==> config.mk <==
export PLATFORM = sky130hd
export DESIGN_NAME = video_timing_pattern_gen
export DESIGN_NICKNAME = d
export VERILOG_FILES = /design/src/rtl/video_timing_pattern_gen.sv
export SDC_FILE = /design/constraint.sdc
export NUM_CORES = 1
export LEC_CHECK = 0
export CORE_UTILIZATION = 40
export DETAILED_ROUTE_END_ITERATION = 8
export GPL_ROUTABILITY_DRIVEN = 0
export REMOVE_ABC_BUFFERS = 1
export SLEW_MARGIN = 20
export SYNTH_ARGS = -nofsm -noshare
export SYNTH_HDL_FRONTEND = slang
export SYNTH_SLANG_ARGS = --single-unit
==> constraint.sdc <==
create_clock -name clk -period 3.25 [get_ports clk]
set_clock_uncertainty 0.1 [all_clocks]
set_input_delay 0.8125 -clock clk [delete_from_list [all_inputs] [get_ports clk]]
set_output_delay 0.8125 -clock clk [all_outputs]
set_load 0.01 [all_outputs]
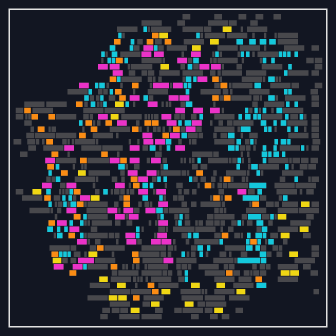
**Above:** run 1 (gate-type map).
orange -> xor and xnor cells  # cells 63, most used xnor2_1
magenta -> fa/ha/maj cells  # cells 68, most used ha_1
yellow -> mux cells  # cells 31, most used mux2_2, where all over the die
cyan -> aoi and oai cells  # cells 170, most used o21ai_0
non-filler instance count after layout: 1104
most common cell after layout, fill and taps aside: sky130_fd_sc_hd__dfrtp_1

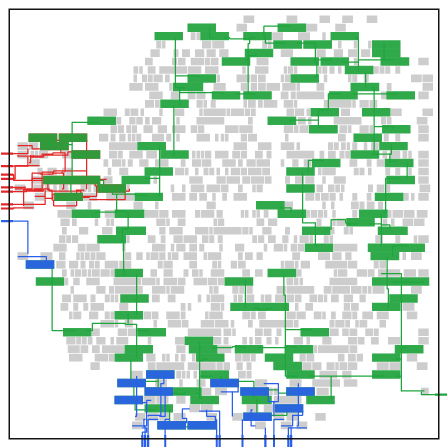
**Above:** run 1 (port wiring).
red -> `frame_cnt`  # direction output, edge left, end cells 8, buffers 8, wire 327 microns
green -> `reset_n`  # direction input, edge right, end cells 113, buffers 3, wire 929 microns
blue -> `y`  # direction output, edge 11 bottom, 1 left, end cells 12, buffers 12, wire 266 microns
number of buffers added on ports: 63
Top Ports: 64

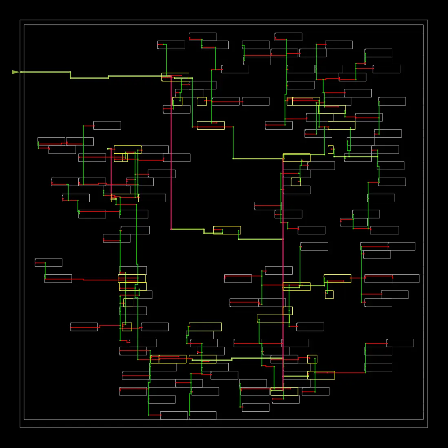
**Above:** run 1 (clock nets).
latest clock arrival within the worst-skew pair: 0.43 ns
total of clock buffers placed in the layout: 17
clock distribution power: 0.00185 W
clock buffers created by TritonCTS: 17
FF+latch count: 113

==> flow_metrics.rpt, run 1 <==
FLOW METRICS REPORT
----------------------------------------------------
[Setup path]
  Worst reg-to-reg path cell count ........................ 13
  CP top delay family ........................ AND-OR/OR-AND gates
  Critical path peak fanout ........................ 7
  Critical path data required time ........................ 3.48 ns
  Data arrival, critical path ........................ 3.16 ns
  CP Cell Sequence ........................ inv_1, nor2_1, nand4_1, xnor2_1, ha_1, a211o_1, a21oi_1, nor2b_1, a31oi_1, nor4_2, buf_4, o21ai_1, o21ai_0
  Crit-path max cell delay ........................ 0.38 ns
  Worst setup path class ........................ reg -> reg
  Buf+Inv Stages, Crit Path ........................ 2

[Drt]
  Post-detailed-routing wire length ........................ 17700 microns
  Average routed wire per standard cell ........................ 16.0 microns
  Via-per-instance ratio ........................ 5.36
  Drt initial violations ........................ 255

[Power and ir drop]
  Reg power frac ........................ 35.8%
  Internal ........................ 0.00347 W
  Total net switching power ........................ 0.00151 W
  Proportion of power drawn by the clock network ........................ 37.2%
  Switching Share ........................ 30.3%
  Relative contribution of combinational cells to total power ........................ 27.0%

[Clock network]
  Cts hold-fix bufs ........................ 0
  Master cell of the clock root buffer ........................ sky130_fd_sc_hd__clkbuf_16
  CTS tree ........................ done
  Post-cts repair resize count ........................ 0
  CTS Buffer Depth ........................ 2
  Clock H-tree levels ........................ 4
  Post-CTS Setup Inserts ........................ 0
  Number of sinks on the clock net ........................ 113

[Job]
  Number of max-cap violations ........................ 0
  Warning total across the stage logs ........................ 29

[Floorplan]
  Area of the die ........................ 0.0189 sq mm
  Horizontal die dimension ........................ 138 microns
  Vertical die dimension ........................ 138 microns
  Count of standard-cell rows ........................ 49
  Placeable core region ........................ 0.0180 sq mm

[Timing]
  Final number of max-transition violations ........................ 0
  Share of the clock period used by the worst path after layout ........................ 90.1%
  Slew at the pin closest to its max-slew limit ........................ 0.558 ns
  Unrepaired setup endpoints after global routing ........................ false
  Final number of hold-violating endpoints ........................ 0
  Worst rel slew slack ........................ 62.8%

[Place]
  Detailed placement HPWL ........................ 12900 microns
  Number of cells after detailed placement ........................ 1072

[Status]
  Run status ........................ finished, final reports clean

[Yosys]
  Ys async rst share ........................ 100%
  Gate Count Post-Synth ........................ 774
  Register bit total from synthesis ........................ 113
  Number of flops mapped to enable cells by yosys ........................ 0
  Mean Syn Cell Area ........................ 9.50 sq um
  Proportion of synthesized chip area in sequential cells ........................ 38.5%
  Yosys Instances ........................ 774
  Number of warnings reported in the yosys synthesis log ........................ 0

[Global route]
  Initial antenna violation count ........................ 0
  Maximum number of pins on one net before global-route repair ........................ 54
  Number of global-route vias before repair ........................ 5855
  Sum of overflow across all layers after global routing ........................ 0
  Global-route wire length before repair ........................ 29700 microns

[Layout]
  Post-synthesis to final-layout area growth ........................ 21.9%
  Count of nets after finishing ........................ 933
  Most common logic cells in the final layout ........................ sky130_fd_sc_hd__dfrtp_1, sky130_fd_sc_hd__ha_1, sky130_fd_sc_hd__clkdlybuf4s50_1
  # diodes ........................ 0

----------------------------------------------------
## run 1: kinds of logic (layout without fill, tap and decap cells)
kind of cell	Yosys count	after routing	share of synthesized area (%)
AOI/OAI and AO/OA	196	196	17.5
xor gates and xnor gates	63	63	7.50
adders and majority gates	68	68	11.8
muxes	31	31	4.71
buffers and inverters	87	188	5.07
and+or+nand+nor	215	215	14.9
DFF	113	113	38.5
other	1	1	0.0510
## run 1: layout make-up
class | count | area (sq um) | area share (%)
inverter | 60 | 225 | 2.51
multi-input combinational | 574 | 4150 | 46.3
sequential | 113 | 2840 | 31.6
tap | 229 | 287 | 3.19
clock buffer | 17 | 425 | 4.74
timing repair buffer | 96 | 888 | 9.90
clock inverter | 15 | 159 | 1.77
## run 1: cell usage after synthesis (10+ instances only)
library cell               instances  area [sq um]
sky130_fd_sc_hd__nor4_1           14          87.6
sky130_fd_sc_hd__a21oi_1          46           230
sky130_fd_sc_hd__ha_1             65           813
sky130_fd_sc_hd__nand2_1          57           214
sky130_fd_sc_hd__nand2b_1         10          62.6
sky130_fd_sc_hd__o31ai_1          10          75.1
sky130_fd_sc_hd__xnor2_1          48           420
sky130_fd_sc_hd__nand3_1          19          95.1
sky130_fd_sc_hd__nand4_1          14          87.6
sky130_fd_sc_hd__o21ai_0          59           295
sky130_fd_sc_hd__dfrtp_1         109          2730
sky130_fd_sc_hd__mux2_2           29           327
sky130_fd_sc_hd__xor2_1           15           131
sky130_fd_sc_hd__a31oi_1          10          62.6
sky130_fd_sc_hd__buf_2            10          50.1
sky130_fd_sc_hd__a21o_1           10          75.1
sky130_fd_sc_hd__nor2_1           48           180
sky130_fd_sc_hd__inv_1            60           225
sky130_fd_sc_hd__nor3_1           13          65.1
## run 1: power groups by stage
stage	registers [W]	clock network, W	logic (W)
after floorplan	0.00192	0	0.000568
after global placement	0.00181	0	0.00135
after detailed placement	0.00181	0	0.00136
after CTS	0.00179	0.00188	0.00136
after global routing	0.00181	0.00195	0.00150
final	0.00178	0.00185	0.00134
## run 1: through the flow
stage          utilization, %  hold slack, ns  worst slack (ns)  total power (W)  cell area (sq um)
2_1_floorplan               -           0.378           -0.0412          0.00249               7210
3_3_place_gp             46.7           0.368             0.328          0.00315               8380
3_5_place_dp             46.7           0.358             0.263          0.00317               8380
4_1_cts                  49.9           0.296             0.244          0.00503               8970
5_1_grt                  49.9           0.320            0.0124          0.00527               8970
6_report                 49.9           0.287             0.320          0.00498               8970
## run 1: metal layers
metal	vias to the layer above	wire length, microns	GRT usage, %
met4	0	243	8.18
met5	-	0	0
met1	2806	8340	26.4
li1	2946	-	-
met3	21	797	4.01
met2	141	8310	33.2
**Run 1: cell classes on the final placement**

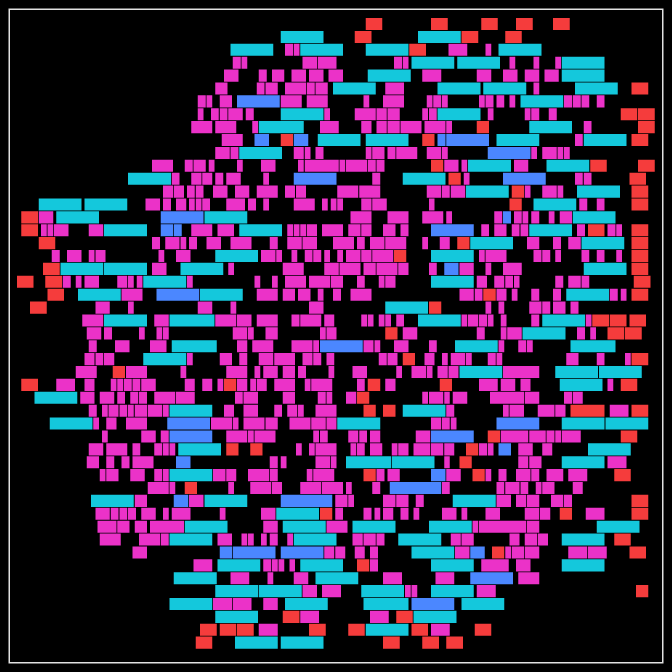

==> run 2: changes to the inputs <==
Settings changed: CAP_MARGIN from default to 30, REMOVE_ABC_BUFFERS 1 to default.
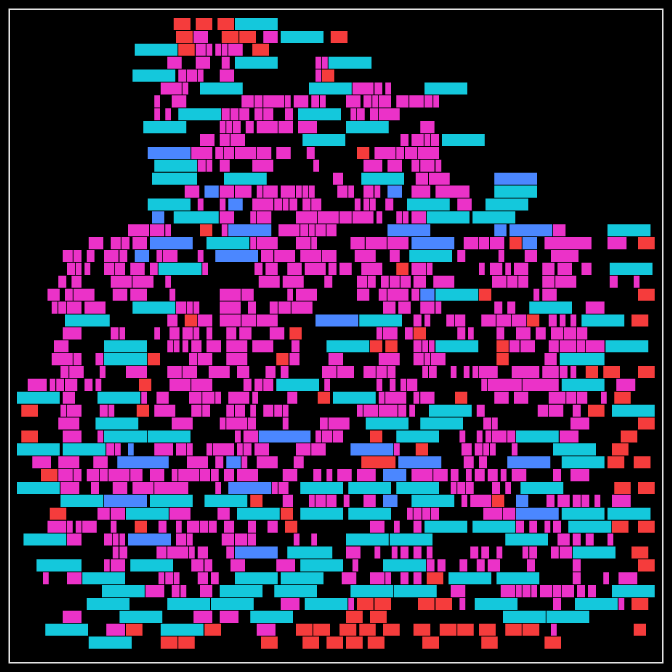
**Above:** run 2 (cell classes on the final placement).
red -> remaining buffers and delay cells  # cells 92
cyan -> sequential cells  # cells 113
magenta -> combinational and other logic  # cells 634
blue -> clock drivers and dummy loads  # cells 32
count of standard-cell rows: 49
fin area: 0.00895 sq mm
flop share of the area: 31.7%
final design utilization: 49.8%
placeable core region: 0.0180 sq mm

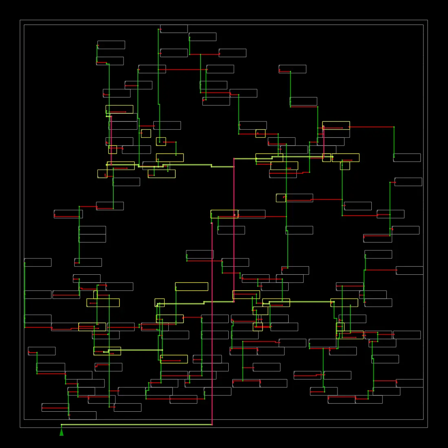
**Above:** run 2 (clock nets).
latest clock arrival within the worst-skew pair: 0.42 ns
number of sinks on the clock net: 113
clock distribution power: 0.00189 W

==> flow_metrics.rpt, run 2 <==
FLOW METRICS REPORT
----------------------------------------------------
[Status]
  Run status ........................ finished, final reports clean

[Power and ir drop]
  Proportion of power drawn by the clock network ........................ 37.4%
  Reg power frac ........................ 35.7%
  Total net switching power ........................ 0.00155 W
  Total power consumption of the routed design ........................ 0.00505 W
  Switching Share ........................ 30.7%
  Relative contribution of combinational cells to total power ........................ 26.9%

[Drt]
  Post-detailed-routing wire length ........................ 18200 microns
  Wire length on met1 ........................ 8540 microns
  Detailed-routed wire length on met2 ........................ 8640 microns
  Via-per-instance ratio ........................ 5.37
  Met3 wire length ........................ 656 microns
  Drt initial violations ........................ 224
  Highest metal used ........................ met4

[Place]
  Number of cells after detailed placement ........................ 1068
  Detailed placement HPWL ........................ 13400 microns
  Place WS ........................ 0.175 ns
  Number of buffers added on ports ........................ 63

[Layout]
  Post-synthesis to final-layout area growth ........................ 21.7%
  # diodes ........................ 0
  Sequential cell area ........................ 0.00284 sq mm
  Most common cell after layout, fill and taps aside ........................ sky130_fd_sc_hd__dfrtp_1
  Non-filler instance count after layout ........................ 1100
  Count of nets after finishing ........................ 929
  Footprint of the multi-input gates ........................ 0.00415 sq mm

[Job]
  Warning total across the stage logs ........................ 30
  Number of max-cap violations ........................ 0

[Setup path]
  Crit-path max cell delay ........................ 0.71 ns
  Worst reg-to-reg path cell count ........................ 9
  Sort of element at the start of the critical path ........................ flop
  CP top delay family ........................ AND-OR/OR-AND gates
  Worst setup path class ........................ reg -> reg
  Critical path data required time ........................ 3.41 ns
  Buf+Inv Stages, Crit Path ........................ 1
  CP Cell Sequence ........................ buf_4, nand2b_1, o22ai_1, a32oi_1, and2_1, maj3_2, a211oi_4, o22ai_2, o221ai_1

[Timing]
  Unrepaired setup endpoints after global routing ........................ false
  Share of the clock period used by the worst path after layout ........................ 93.1%
  Slew at the pin closest to its max-slew limit ........................ 0.676 ns
  Final number of hold-violating endpoints ........................ 0
  Worst rel slew slack ........................ 54.9%
  Worst setup margin ........................ 0.225 ns

[Clock network]
  CTS tree ........................ done
  Master cell of the clock root buffer ........................ sky130_fd_sc_hd__clkbuf_16
  CTS Buffer Depth ........................ 2
  Clock H-tree levels ........................ 4
  Post-CTS Setup Inserts ........................ 0

[Yosys]
  Number of flops mapped to enable cells by yosys ........................ 0
  Gate Count Post-Synth ........................ 774
  Proportion of synthesized chip area in sequential cells ........................ 38.5%
  Mean Syn Cell Area ........................ 9.50 sq um
  Xor/xnor share of the synthesized area ........................ 7.50%
  Yosys adder share ........................ 11.8%
  Post-synthesis cell type with the largest combined area ........................ sky130_fd_sc_hd__dfrtp_1
  Synthesized-area fraction occupied by and/or/nand/nor cells ........................ 14.9%
  Top cells by area in the synthesized netlist ........................ sky130_fd_sc_hd__dfrtp_1, sky130_fd_sc_hd__ha_1, sky130_fd_sc_hd__xnor2_1
  Yosys top cell area share ........................ 37.1%
  Most frequently used cell type in the post-synthesis netlist ........................ sky130_fd_sc_hd__dfrtp_1
  Area fraction in mux cells ........................ 4.71%
  Ys async rst share ........................ 100%
  Post-synthesis compound-gate area fraction ........................ 17.5%
  Largest logic family ........................ AND-OR/OR-AND gates
  Register bit total from synthesis ........................ 113

[Global route]
  Number of global-route vias before repair ........................ 5855
  Maximum number of pins on one net before global-route repair ........................ 48
  Initial antenna violation count ........................ 0
  Global-route wire length before repair ........................ 29900 microns

[Floorplan]
  Area of the die ........................ 0.0189 sq mm
  Top Ports ........................ 64
  Horizontal die dimension ........................ 138 microns

----------------------------------------------------
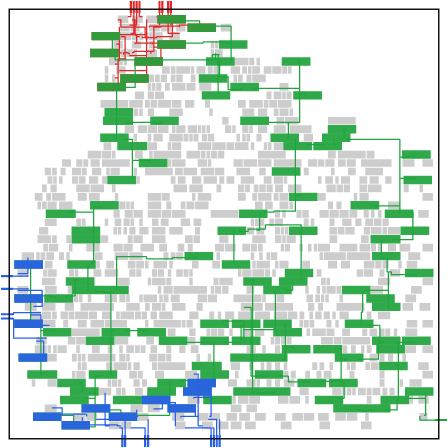
**Above:** run 2 (port wiring).
blue -> `y`  # direction output, edge 8 bottom, 4 left, end cells 12, buffers 12, wire 250 microns
red -> `frame_cnt`  # direction output, edge top, end cells 8, buffers 8, wire 234 microns
green -> `reset_n`  # direction input, edge right, end cells 113, buffers 4, wire 1030 microns

[run 2: what timing repair did]
action	CTS	global route
setup endpoints to repair	0	4
endpoints found under the hold margin	0	0
hold buffers	0	0
resized	0	2
[run 2: cell type report]
type | instances | share of cell area [%]
Clock buffer | 19 | 4.95
Clock inverter | 13 | 1.71
Inverter | 60 | 2.52
Multi-Input combinational cell | 574 | 46.4
Sequential cell | 113 | 31.7
Tap cell | 229 | 3.20
Timing Repair Buffer | 92 | 9.59
[run 2: power groups by stage]
stage          clock network (W)  registers [W]  logic, W
2_1_floorplan                  0        0.00188  0.000625
3_3_place_gp                   0        0.00182   0.00135
3_5_place_dp                   0        0.00183   0.00137
4_1_cts                  0.00193        0.00180   0.00137
5_1_grt                  0.00199        0.00182   0.00149
6_report                 0.00189        0.00180   0.00136
[run 2: metal layers]
layer | track usage, % | up-vias
li1 | - | 2953
met2 | 33.7 | 114
met5 | 0 | -
met3 | 3.72 | 24
met4 | 7.08 | 0
met1 | 27.2 | 2816
[run 2: stage by stage]
stage	instance area, sq um	hold slack [ns]
2_1_floorplan	7360	0.378
3_3_place_gp	8350	0.358
3_5_place_dp	8350	0.370
4_1_cts	8950	0.337
5_1_grt	8950	0.362
6_report	8950	0.309
[run 2: kinds of logic after synthesis]
logic type	Yosys count
compound gates	196
xor+xnor	63
fa+ha+maj	68
buf+inv	87
flops	113
mux	31
other cells	1
simple gates	215
Power is estimated from default activity; no workload was simulated.
